### src/rtl/vga_pkg.sv
// Shared VGA definitions: RGB332 pixel type, common colours, active-area size
// and the sprite pipeline latency the timing block must match.
package vga_pkg;

  typedef struct packed {
    logic [2:0] r;
    logic [2:0] g;
    logic [1:0] b;
  } rgb332_t;

  localparam logic [7:0] COLOR_WHITE = 8'hFF;
  localparam logic [7:0] COLOR_BLACK = 8'h00;

  localparam int H_ACTIVE   = 640;
  localparam int V_ACTIVE   = 480;
  localparam int SPRITE_LAT = 2;

endpackage

### src/rtl/sprite_blink_ctr.sv
// Frame-counted blink generator: phase toggles every BLINK_FRAMES frame_start
// pulses while blinking is enabled, and is held visible (1) otherwise.
module sprite_blink_ctr #(
  parameter int BLINK_FRAMES = 30
) (
  input  logic clk,
  input  logic rst_n,
  input  logic frame_start,
  input  logic blink_en,
  output logic phase
);

  localparam int CNT_W = $clog2(BLINK_FRAMES + 1);
  localparam logic [CNT_W-1:0] LAST = CNT_W'(BLINK_FRAMES - 1);

  logic [CNT_W-1:0] cnt;

  always_ff @(posedge clk or negedge rst_n) begin
    if (!rst_n) begin
      cnt   <= '0;
      phase <= 1'b1;
    end else if (!blink_en) begin
      cnt   <= '0;
      phase <= 1'b1;
    end else if (frame_start) begin
      if (cnt == LAST) begin
        cnt   <= '0;
        phase <= ~phase;
      end else begin
        cnt <= cnt + CNT_W'(1);
      end
    end
  end

endmodule

### src/rtl/sprite_renderer.sv
// Pipelined sprite overlay: maps (hc, vc) into a ROM-held image without a
// multiplier and drives RGB332 with colour-key transparency and blinking.
module sprite_renderer
  import vga_pkg::*;
#(
  parameter int         IMG_W        = 93,
  parameter int         IMG_H        = 90,
  parameter int         ADDR_W       = 15,
  parameter int         COORD_W      = 11,
  parameter logic [7:0] KEY_COLOR    = COLOR_BLACK,
  parameter logic [7:0] BG_COLOR     = COLOR_WHITE,
  parameter int         BLINK_FRAMES = 30
) (
  input  logic               clk,
  input  logic               rst_n,
  input  logic [COORD_W-1:0] hc,
  input  logic [COORD_W-1:0] vc,
  input  logic               frame_start,
  input  logic [COORD_W-1:0] pos_x,
  input  logic [COORD_W-1:0] pos_y,
  input  logic               enable,
  input  logic               blink_en,
  input  logic [7:0]         mem_value,
  output logic [ADDR_W-1:0]  rom_addr,
  output logic [2:0]         R,
  output logic [2:0]         G,
  output logic [1:0]         B,
  output logic               opaque
);

  localparam int CW1 = COORD_W + 1;
  localparam logic [CW1-1:0]    IMG_W_C = CW1'(IMG_W);
  localparam logic [CW1-1:0]    IMG_H_C = CW1'(IMG_H);
  localparam logic [ADDR_W-1:0] IMG_W_A = ADDR_W'(IMG_W);

  logic [COORD_W-1:0] px, py, vc_prev;
  logic               en_l, blink_l, phase;
  logic [ADDR_W-1:0]  row_base, row_eff, col_addr;
  logic [CW1-1:0]     hc_x, vc_x, px_x, py_x, col_off;
  logic               in_win, line_change, vis_d1;
  rgb332_t            rgb_q;

  sprite_blink_ctr #(
    .BLINK_FRAMES(BLINK_FRAMES)
  ) u_blink (
    .clk         (clk),
    .rst_n       (rst_n),
    .frame_start (frame_start),
    .blink_en    (blink_l),
    .phase       (phase)
  );

  // Position and visibility are frozen per frame so mid-frame updates never tear.
  always_ff @(posedge clk or negedge rst_n) begin
    if (!rst_n) begin
      px      <= '0;
      py      <= '0;
      en_l    <= 1'b0;
      blink_l <= 1'b0;
    end else if (frame_start) begin
      px      <= pos_x;
      py      <= pos_y;
      en_l    <= enable;
      blink_l <= blink_en;
    end
  end

  // One extra bit keeps px+IMG_W from wrapping near the coordinate limit.
  assign hc_x    = {1'b0, hc};
  assign vc_x    = {1'b0, vc};
  assign px_x    = {1'b0, px};
  assign py_x    = {1'b0, py};
  assign in_win  = (hc_x >= px_x) && (hc_x < px_x + IMG_W_C) &&
                   (vc_x >= py_x) && (vc_x < py_x + IMG_H_C);
  assign col_off  = hc_x - px_x;
  assign col_addr = ADDR_W'(col_off);
  assign line_change = (vc != vc_prev);

  // The updated row base is used in the same cycle the line changes, so a
  // sprite starting at hc=0 still gets the right address on its first pixel.
  always_comb begin
    row_eff = row_base;
    if (line_change) begin
      if (vc == py) begin
        row_eff = '0;
      end else if ((vc_x > py_x) && (vc_x < py_x + IMG_H_C)) begin
        row_eff = row_base + IMG_W_A;
      end
    end
  end

  always_ff @(posedge clk or negedge rst_n) begin
    if (!rst_n) begin
      vc_prev  <= '0;
      row_base <= '0;
      rom_addr <= '0;
      vis_d1   <= 1'b0;
    end else begin
      vc_prev  <= vc;
      row_base <= row_eff;
      rom_addr <= in_win ? (row_eff + col_addr) : '0;
      vis_d1   <= in_win && en_l && phase;
    end
  end

  always_ff @(posedge clk or negedge rst_n) begin
    if (!rst_n) begin
      rgb_q  <= rgb332_t'(BG_COLOR);
      opaque <= 1'b0;
    end else if (vis_d1 && (mem_value != KEY_COLOR)) begin
      rgb_q  <= rgb332_t'(mem_value);
      opaque <= 1'b1;
    end else begin
      rgb_q  <= rgb332_t'(BG_COLOR);
      opaque <= 1'b0;
    end
  end

  assign R = rgb_q.r;
  assign G = rgb_q.g;
  assign B = rgb_q.b;

endmodule

### config.mk
export PLATFORM = sky130hd
export DESIGN_NAME = sprite_renderer
export DESIGN_NICKNAME = d
export VERILOG_FILES = /design/src/rtl/vga_pkg.sv /design/src/rtl/sprite_blink_ctr.sv /design/src/rtl/sprite_renderer.sv
export SDC_FILE = /design/constraint.sdc
export NUM_CORES = 1
export LEC_CHECK = 0
export CORE_MARGIN = 8
export CORE_UTILIZATION = 60
export CTS_BUF_LIST = sky130_fd_sc_hd__clkbuf_2 sky130_fd_sc_hd__clkbuf_4 sky130_fd_sc_hd__clkbuf_8
export DETAILED_ROUTE_END_ITERATION = 10
export MAX_ROUTING_LAYER = met4
export PLACE_DENSITY = 0.86
export SYNTH_ARGS = -nofsm -noshare
export SYNTH_HDL_FRONTEND = slang
export SYNTH_SLANG_ARGS = --single-unit
### constraint.sdc
create_clock -name clk -period 10.6 [get_ports clk]
set_input_delay 2.65 -clock clk [delete_from_list [all_inputs] [get_ports clk]]
set_output_delay 2.65 -clock clk [all_outputs]
set_load 0.01 [all_outputs]
==> reports/qor.csv, run 1 <==
stage,metric,value,unit
status,status,"complete, no violations",
yosys,# Cells Yosys,584,
setup_path,FF-to-FF End,rom_addr[11],
cts,htree depth,3,
power_and_ir_drop,seq pwr,0.400,mW
power_and_ir_drop,Comb power,0.690,mW
final_timing,Slew HR,0.3388,
yosys,leading area contributor after synthesis,dfrtp_1,
yosys,synthesis area per yosys,0.005507,mm^2
cts,CTS sink cnt,81,
final_timing,final setup vio count,0,
setup_path,critical path class,input port to flip-flop,
cells_and_area,#MultiIn Comb,441,
cells_and_area,Antenna diodes,0,
global_routing,total gr overflow,0,
route,Via density,5.808,
setup_path,worst-path fanout max,13,
cells_and_area,most instantiated logic cells after routing,"79 x clkdlybuf4s50_1, 72 x dfrtp_1, 58 x ha_1, 53 x nand2_1, 50 x inv_1",
route,DRT antenna net count,0,
setup_path,CP required,10890,ps
job,tool warnings,29,
final_timing,fin crit period,6808,ps
yosys,Seq cells post-synth,81,
hold_path,HP Class,flip-flop to flip-flop,
final_timing,Fin Setup TNS,0,ps
route,DRT Pass-1 Iters,4,
yosys,syn_area_per_cell,9.429,um^2
power_and_ir_drop,Lkg Pwr,2.969,nW
setup_path,Reg2Reg Depth,22,
yosys,dominant register cell,dfrtp_1,
power_and_ir_drop,Max VDD drop,103.8,uV
cts,hold buffer count at CTS,0,
yosys,sequential area share after synthesis,0.3701,
yosys,Main area contributors,"dfrtp_1 33%, ha_1 13%, xnor2_1 5.9%, dfstp_2 4.3%, nand2_1 3.6%",
global_routing,initial antenna violation count,0,
yosys,Netlist cell types,74,
setup_path,worst setup path end,rom_addr[11],
final_timing,fmax,146.9,MHz
power_and_ir_drop,Clk network pwr share,0.174,
cells_and_area,sequential cell area,0.002038,mm^2
floorplanning,die footprint,0.01250,mm^2
final_timing,Worst-Margin Slew,991.7,ps
power_and_ir_drop,Clk. pwr,0.229,mW
cells_and_area,Top cell excl fill/tap,clkdlybuf4s50_1,
place,Post-DP HPWL,10.29,mm
power_and_ir_drop,total power draw,1.319,mW
power_and_ir_drop,P_int,0.7789,mW
cts,clk latency late pin,360,ps
power_and_ir_drop,Sw Share,0.4096,
cts,"CTS clk-pin slew, worst paths",90,ps
hold_path,Worst Hold End,en_l,
route,metal2 WL,6.133,mm
power_and_ir_drop,sequential share of power,0.303,
cts,CTS resizes,0,
hold_path,Min-Delay Path Depth,1,
place,routability cong.,0.8989,
cells_and_area,area occupied by multi-input gates,0.003227,mm^2
cells_and_area,Leading cell kind,multi-input combinational cells,
route,Metal-1 WL,5.914,mm
hold_path,min-delay src,en_l,
final_timing,RSZ-0062 raised after global routing,false,
yosys,"EDFF count, synth",0,
cells_and_area,Seq/total area,0.3089,
setup_path,flop-to-flop setup slack,5440,ps
cells_and_area,Comb area share,0.4891,
yosys,Post-Syn Instances,584,
setup_path,Startpoint Class,input port,
cells_and_area,clk tree area frac,0.03034,
global_routing,global-route usage over all layers,0.2190,
cts,root buf cell,clkbuf_8,
cells_and_area,final-layout clock buffer total,10,
power_and_ir_drop,Comb power frac,0.523,
cts,CTS Buffer Depth,2,
global_routing,global-route wire length before repair,21.98,mm
place,Place WS,3404,ps
setup_path,Critical R2R Launch,py[1],
job,max_cap viols,0,
final_timing,Final Hold Viols,0,
final_timing,Tcrit/Tclk final,0.6423,
final_timing,WHS,503.5,ps
place,placed cells,764,
final_timing,Worst Skew,15.21,ps
route,DR WL/cell,16.42,um
global_routing,largest net degree at the start of global routing,82,
yosys,"area share, top type",0.3272,
route,met3 routed WL,588,um
cells_and_area,bufs w/o clock,81,
-- run 1: state kept, by name (all words and copies together), names as in the netlist, 3 cells and up --
| signal | flops |
|---|---|
| row_base | 15 |
| vc_prev | 11 |
| px | 11 |
| u_blink.cnt | 5 |
| rom_addr | 15 |
| py | 11 |
| R | 3 |
| G | 3 |
-- run 1: cell usage after synthesis (3+ instances only) --
master and n:
nand3_1 9, a21o_1 11, xor2_1 14, a31oi_1 4, nand2b_1 3, ha_1 58
and3_1 4, nor3_1 14, nor4_1 4, or2_2 11, mux2_2 4, and2_1 6
o21a_1 11, nand2_1 53, dfrtp_1 72, xnor2_1 37, o21ai_0 39, a211oi_1 4
inv_1 50, nor2b_1 7, or4_1 3, nor2_1 36, nand4_1 9, a21oi_1 32
dfstp_2 9, o21ai_1 3, clkbuf_1 9, a41o_1 3, mux2i_1 6
-- run 1: cells by family after synthesis --
group	Yosys count	synth area share
buffers and inverters	62	0.04385
AOI/OAI and AO/OA	144	0.1797
muxes	11	0.02318
xor gates and xnor gates	52	0.08407
adders and majority gates	60	0.1391
and+or+nand+nor	174	0.1600
DFF	81	0.3701
-- run 1: worst max-delay path, stage by stage --
cell             delay, ps
clkdlybuf4s50_1        490
ha_1                   370
o21ba_2                220
o21ai_0                240
a21oi_2                120
o22ai_2                520
nor2_1                 170
mux2_2                 300
nand2_1                110
inv_1                   80
ha_1                   270
a21oi_1                 60
or2_2                  290
a2111oi_2              410
a211oi_1               160
or2_1                  270
o21bai_2               160
mux2i_1                200
-- run 1: routing by layer --
layer | GRT usage | vias to the layer above
li1 | - | 2216
met5 | - | -
met1 | 0.2763 | 2182
met3 | 0.03734 | 17
met4 | 0.06655 | 0
met2 | 0.3530 | 115
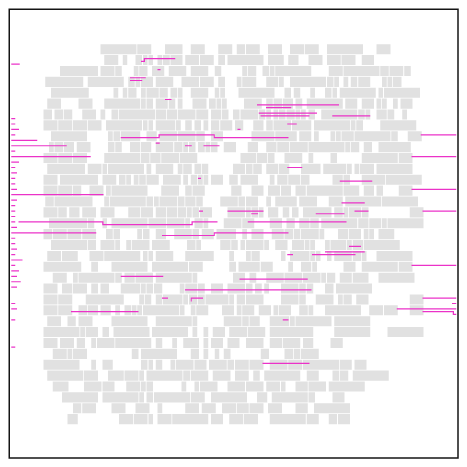
Fig. 1. M3 wires (run 1).
Drawn at 4 px/um. Cells faint in the background.
main direction: horizontal
nets with wire on the layer: 74
routing usage on met3: 0.03734
vias: 4,530
WL final: 12.81 mm

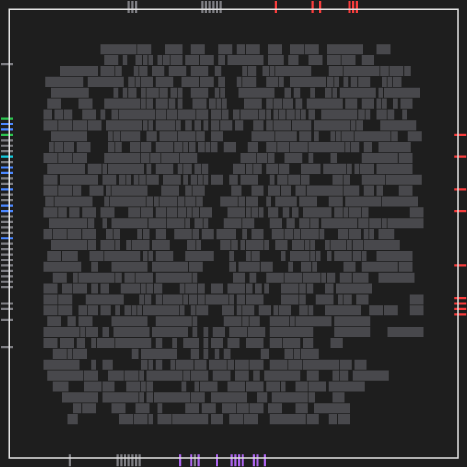
Fig. 2. Pin map (run 1).
Drawn at 4 px/um. Pins as bars across the die edge, other pins in gray.
legend:
  blue:
    port: mem_value
    pins: 8
    direction: input
    edge: left
  cyan:
    port: opaque
    pins: 1
    direction: output
    edge: left
  green:
    port: B
    pins: 2
    direction: output
    edge: left
  red:
    port: rom_addr
    pins: 15
    direction: output
    edge: 9 right, 6 top
  purple:
    port: vc
    pins: 11
    direction: input
    edge: bottom
die height: 111.8 um
die width: 111.8 um
PortBufs: 80

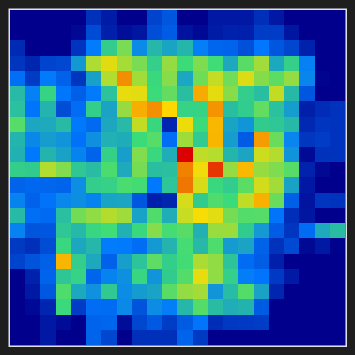
Fig. 3. Wiring heat map (run 1).
Drawn at 3 px/um. The die is cut into 22 by 22 equal tiles; dark blue is low, red is high, scaled to the fullest tile. Values are wire area over tile area, all layers added.
emptiest ninth of the die: bottom right
fullest tile: 0.53
nearly empty tiles: 17%
densest ninth of the die: middle
mean over tiles: 0.16
tiles over half the peak: 22%

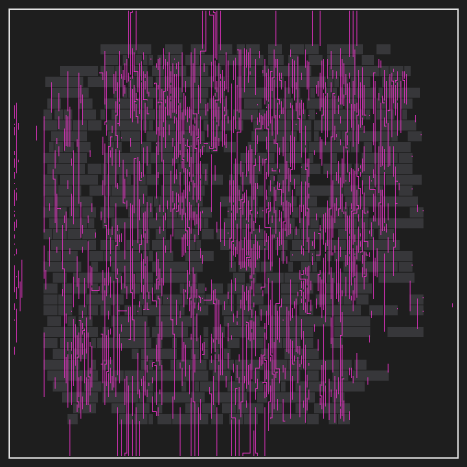
Fig. 4. Signal wires on met2 (run 1).
Drawn at 4 px/um. Cells faint in the background.
main direction: vertical
longest straight run: 35.2 um
nets with wire on the layer: 685
wire length on this layer: 6,130 um

Fig. 5: run 1, routing congestion map
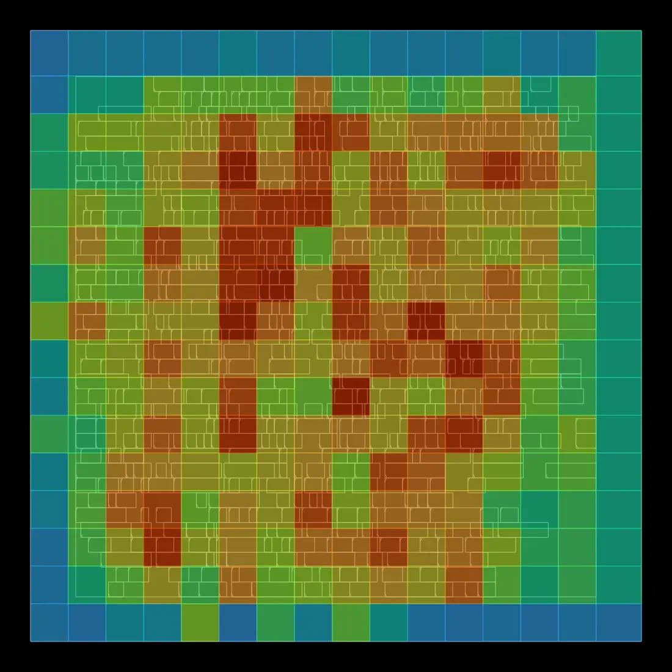

==> run 1 -> run 2 <==
CORE_UTILIZATION = 51   (was 60)
PLACE_DENSITY = 0.78   (was 0.86)
clock period = 6.05 ns   (was 10.6 ns; I/O delays follow)
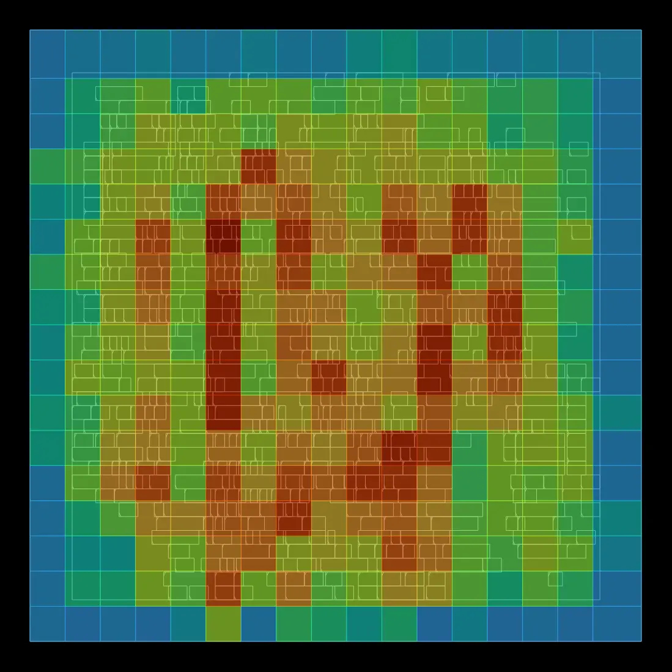
Fig. 6. Routing congestion map (run 2).
met1 Use GR: 0.2235
M2 GR Usage: 0.3063

==> run 2 against run 1 <==
Non-clock buffer count increased by 3. Sequential power grew 75%. Worst setup slack got worse by 3100 ps. Largest cell class unchanged.
==> reports/qor.csv, run 2 <==
stage,metric,value,unit,change
global_routing,largest net degree at the start of global routing,82,,unchanged
yosys,yosys xor share,0.08407,,unchanged
hold_path,Worst Hold End,en_l,,unchanged
global_routing,global-route usage over all layers,0.1827,,was 0.2190
yosys,"Simple Share, Synth",0.1600,,unchanged
setup_path,CP required,6330,ps,"was 10,890 ps"
final_timing,Worst Skew,4.903,ps,was 15.21 ps
yosys,"area share, top type",0.3272,,unchanged
floorplanning,die width,119.9,um,was 111.8 um
route,vias,4462,,"was 4,530"
global_routing,GR peak layer,met2,,unchanged
route,DRT Pass-1 Iters,5,,was 4
setup_path,CP peak stage delay,490,ps,was 520 ps
setup_path,Critical R2R Launch,py[1],,unchanged
final_timing,Worst-Margin Slew,994.4,ps,was 991.7 ps
final_timing,RSZ-0062 raised after global routing,false,,unchanged
final_timing,Fin Setup TNS,0,ps,unchanged
power_and_ir_drop,Max VDD drop,192.1,uV,was 103.8 uV
power_and_ir_drop,P_int,1.404,mW,was 0.7789 mW
global_routing,global-route wire length before repair,21.09,mm,was 21.98 mm
hold_path,Min-Delay Path Depth,1,,unchanged
cts,CTS resizes,0,,unchanged
yosys,# Cells Yosys,584,,unchanged
route,metal2 WL,6.000,mm,was 6.133 mm
final_timing,Final Hold Viols,0,,unchanged
yosys,most common cell in the netlist,dfrtp_1,,unchanged
route,Via density,5.495,,was 5.808
final_timing,fin crit period,5384,ps,
setup_path,FF-to-FF End,rom_addr[11],,unchanged
yosys,synth cell count leaders,"72 x dfrtp_1, 58 x ha_1, 53 x nand2_1",,unchanged
final_timing,fmax,185.7,MHz,
yosys,syn_area_per_cell,9.429,um^2,unchanged
global_routing,total gr overflow,0,,unchanged
setup_path,worst setup path end,rom_addr[11],,unchanged
yosys,synthesis area per yosys,0.005507,mm^2,unchanged
status,status,"complete, no violations",,unchanged
cells_and_area,most instantiated logic cells after routing,"79 x clkdlybuf4s50_1, 72 x dfrtp_1, 58 x ha_1, 53 x nand2_1, 50 x inv_1",,unchanged
cells_and_area,Antenna diodes,0,,unchanged
final_timing,final setup vio count,0,,unchanged
cts,CTS Buffer Depth,2,,unchanged
cts,root buf cell,clkbuf_8,,unchanged
yosys,Seq cells post-synth,81,,unchanged
cts,clk latency late pin,350,ps,was 360 ps
cts,"CTS clk-pin slew, worst paths",80,ps,was 90 ps
yosys,largest combinational cell category by area,AND-OR/OR-AND gates,,unchanged
job,max_cap viols,0,,unchanged
yosys,"EDFF count, synth",0,,unchanged
power_and_ir_drop,Sw Share,0.4010,,was 0.4096
setup_path,Reg2Reg Depth,22,,unchanged
==> run 2: cell counts after synthesis <==
No cell type changed its count.
==> run 2: power by group through the flow <==
stage          Sequential [mW]  Clock, mW  Combinational (mW)
5_1_grt                  0.711      0.472                1.35
4_1_cts                  0.698      0.446                1.21
3_5_place_dp             0.709          0                1.20
6_report                 0.698      0.435                1.21
2_1_floorplan            0.707          0               0.887
3_3_place_gp             0.704          0                1.18
==> run 2: cell families after synthesis <==
group	Yosys count
simple gates	174
compound gates	144
flops	81
buf+inv	62
fa+ha+maj	60
xor+xnor	52
mux	11
==> run 2: final cells by class <==
cell class | count | area, um^2
Fill cell | 888 | 4023
Timing Repair Buffer | 84 | 828.3
Multi-Input combinational cell | 441 | 3227
Inverter | 50 | 187.7
Clock buffer | 9 | 123.9
Clock inverter | 7 | 95.09
Tap cell | 140 | 175.2
Sequential cell | 81 | 2038
==> run 2: per-stage QoR <==
| step | hold slack [ps] | instances | cell area (um^2) |
|---|---|---|---|
| 2_1_floorplan | 472.2 | 584 | 5507 |
| 3_3_place_gp | 484.6 | 796 | 6456 |
| 3_5_place_dp | 489.2 | 796 | 6456 |
| 4_1_cts | 509.5 | 812 | 6675 |
| 5_1_grt | 543.0 | 812 | 6675 |
| 6_report | 505.3 | 812 | 6675 |
==> run 2: worst max-delay path, delay by kind of cell <==
| kind | cells | cell delay [ps] |
|---|---|---|
| AND/OR/NAND/NOR | 4 | 890 |
| AND-OR/OR-AND | 8 | 1530 |
| buffers and inverters | 2 | 570 |
| adder cells (fa/ha/maj) | 2 | 620 |
| multiplexers | 2 | 540 |
==> run 2 -> run 3 <==
SETUP_SLACK_MARGIN = 0.3   (was not set)
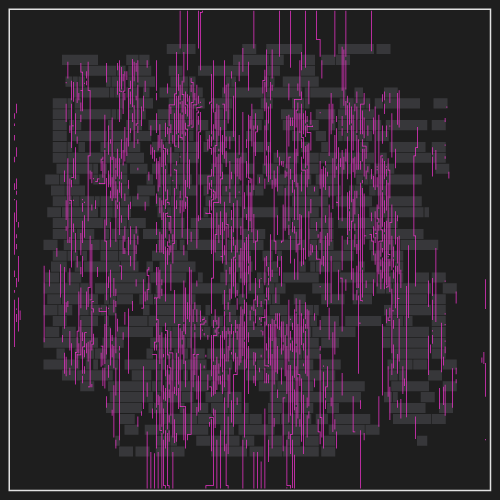
Fig. 7. Signal wires on met2 (run 3).
Drawn at 4 px/um. Cells faint in the background.
share of all routed wire: 49%
longest straight run: 46.2 um
main direction: vertical
nets with wire on the layer: 677
vias: 4,462
WL final: 12.35 mm

==> run 3 against run 2 <==
Sequential share of layout area unchanged. Non-clock buffer count unchanged. Synthesized cell count unchanged. Worst setup slack unchanged. Hold slack unchanged. Critical path type unchanged. Cell count unchanged. Largest power group unchanged. Sequential power about the same. Highest routed layer unchanged. Via count unchanged. Register-to-register slack about the same. Clock skew unchanged.
==> reports/qor.csv, run 3 <==
stage,metric,value,unit,change
place,PortBufs,80,,unchanged
floorplanning,die height,119.9,um,unchanged
cts,CTS Buffer Depth,2,,unchanged
power_and_ir_drop,Top power group,combinational cells,,unchanged
cts,root buf cell,clkbuf_8,,unchanged
final_timing,fin crit period,5384,ps,unchanged
place,Placed Area,0.006456,mm^2,unchanged
global_routing,total gr overflow,0,,unchanged
cells_and_area,most instantiated logic cells after routing,"79 x clkdlybuf4s50_1, 72 x dfrtp_1, 58 x ha_1, 53 x nand2_1, 50 x inv_1",,unchanged
yosys,sequential area share after synthesis,0.3701,,unchanged
cts,htree depth,3,,unchanged
cells_and_area,Top cell excl fill/tap,clkdlybuf4s50_1,,unchanged
power_and_ir_drop,Lkg Pwr,3.005,nW,unchanged
cts,CTS resizes,0,,unchanged
setup_path,worst-path fanout max,4,,unchanged
yosys,dominant register cell,dfrtp_1,,unchanged
setup_path,flop-to-flop setup slack,990,ps,about the same
yosys,Post-Syn Instances,584,,unchanged
cts,clk latency late pin,350,ps,about the same
cells_and_area,Antenna diodes,0,,unchanged
final_timing,RSZ-0062 raised after global routing,false,,unchanged
yosys,most common cell in the netlist,dfrtp_1,,unchanged
place,Place WS,320.8,ps,unchanged
final_timing,Worst Skew,4.903,ps,unchanged
setup_path,Critical R2R Launch,py[1],,unchanged
final_timing,fmax,185.7,MHz,unchanged
place,routability cong.,0.9015,,unchanged
yosys,# Cells Yosys,584,,unchanged
floorplanning,die width,119.9,um,unchanged
power_and_ir_drop,total power draw,2.344,mW,unchanged
hold_path,Worst Hold End,en_l,,unchanged
cells_and_area,post-route cell area,0.006675,mm^2,unchanged
floorplanning,Init Core Util,0.5147,,unchanged
power_and_ir_drop,Max VDD drop,192.1,uV,unchanged
cts,"CTS clk-pin slew, worst paths",80,ps,about the same
hold_path,Min-Delay Path Depth,1,,unchanged
route,Via density,5.495,,unchanged
cells_and_area,Final nets,784,,unchanged
hold_path,HP Class,flip-flop to flip-flop,,unchanged
cells_and_area,biggest regs,"rom_addr x15, row_base x15",,unchanged
route,DRC,0,,unchanged
setup_path,CP required,6330,ps,about the same
final_timing,Final Hold Viols,0,,unchanged
power_and_ir_drop,seq pwr,0.698,mW,about the same
setup_path,FF-to-FF End,rom_addr[11],,unchanged
power_and_ir_drop,sequential share of power,0.298,,about the same
final_timing,WHS,505.3,ps,unchanged
setup_path,critical path class,input port to flip-flop,,unchanged
setup_path,Setup crit end kind,flip-flop,,unchanged
cts,CTS sink cnt,81,,unchanged
yosys,Netlist cell types,74,,unchanged
setup_path,Reg2Reg Depth,22,,unchanged
floorplanning,die footprint,0.01438,mm^2,unchanged
final_timing,final setup vio count,0,,unchanged
global_routing,initial antenna violation count,0,,unchanged
cells_and_area,Post-Layout Cell Count,812,,unchanged
place,Post-DP HPWL,9.892,mm,unchanged
global_routing,largest net degree at the start of global routing,82,,unchanged
route,DRT Pass-1 Iters,5,,unchanged
final_timing,Fin Setup TNS,0,ps,unchanged
final_timing,Slew HR,0.3371,,unchanged
hold_path,min-delay src,en_l,,unchanged
final_timing,Tcrit/Tclk final,0.8900,,unchanged
cts,CTS tree,yes,,unchanged
power_and_ir_drop,Comb power,1.21,mW,about the same
yosys,"area share, top type",0.3272,,unchanged
setup_path,Startpoint Class,input port,,unchanged
job,max_cap viols,0,,unchanged
yosys,leading area contributor after synthesis,dfrtp_1,,unchanged
power_and_ir_drop,P_int,1.404,mW,unchanged
power_and_ir_drop,Clk network pwr share,0.186,,about the same
yosys,syn_area_per_cell,9.429,um^2,unchanged
job,tool warnings,29,,unchanged
yosys,Seq cells post-synth,81,,unchanged
route,DRT antenna net count,0,,unchanged
yosys,synth cell count leaders,"72 x dfrtp_1, 58 x ha_1, 53 x nand2_1",,unchanged
final_timing,Worst-Margin Slew,994.4,ps,unchanged
yosys,Main area contributors,"dfrtp_1 33%, ha_1 13%, xnor2_1 5.9%, dfstp_2 4.3%, nand2_1 3.6%",,unchanged
global_routing,global-route wire length before repair,21.09,mm,unchanged
global_routing,global-route usage over all layers,0.1827,,unchanged
yosys,"EDFF count, synth",0,,unchanged
power_and_ir_drop,Sw Share,0.4010,,unchanged
status,status,"complete, no violations",,unchanged
power_and_ir_drop,Comb power frac,0.517,,about the same
==> run 3: cell counts after synthesis <==
Identical to the previous run, type by type.
==> run 3: worst max-delay path, cell delays in order <==
cell and delay [ps]:
clkdlybuf4s50_1 490, ha_1 340, a211oi_1 230, o221ai_1 180
a21oi_2 200, o22ai_2 120, nor2_1 210, mux2_2 360
nand2_1 110, inv_1 80, ha_1 280, a21oi_1 70
or2_2 300, a2111oi_2 400, a211oi_1 170, or2_1 270
o21bai_2 160, mux2i_1 180
==> run 3: cells by family (layout without fill, tap and decap cells) <==
family	after synthesis	after routing	share of synthesized area
AND/OR/NAND/NOR	174	174	0.1600
flip-flops	81	81	0.3701
XOR/XNOR	52	52	0.08407
AND-OR/OR-AND	144	144	0.1797
adder cells (fa/ha/maj)	60	60	0.1391
multiplexers	11	11	0.02318
buffers and inverters	62	150	0.04385
==> run 3: worst max path at each step <==
stage / endpoint / slack [ps] / cells after the start
2_1_floorplan: rom_addr[11] / 1010 / 18
3_3_place_gp: rom_addr[11] / 420 / 18
3_5_place_dp: rom_addr[11] / 320 / 18
4_1_cts: rom_addr[11] / 690 / 18
5_1_grt: rom_addr[11] / 370 / 18
6_report: rom_addr[11] / 670 / 18
==> run 3: cell type report <==
cell class	instances	area, um^2
Clock buffer	9	123.9
Clock inverter	7	95.09
Fill cell	888	4023
Inverter	50	187.7
Multi-Input combinational cell	441	3227
Sequential cell	81	2038
Tap cell	140	175.2
Timing Repair Buffer	84	828.3
==> run 3: layer usage <==
layer | track usage | part of all wire
met1 | 0.2235 | 0.46
met2 | 0.3063 | 0.49
met3 | 0.03100 | 0.040
met4 | 0.04918 | 0.010
met5 | - | 0
Power is estimated from default activity; no workload was simulated.
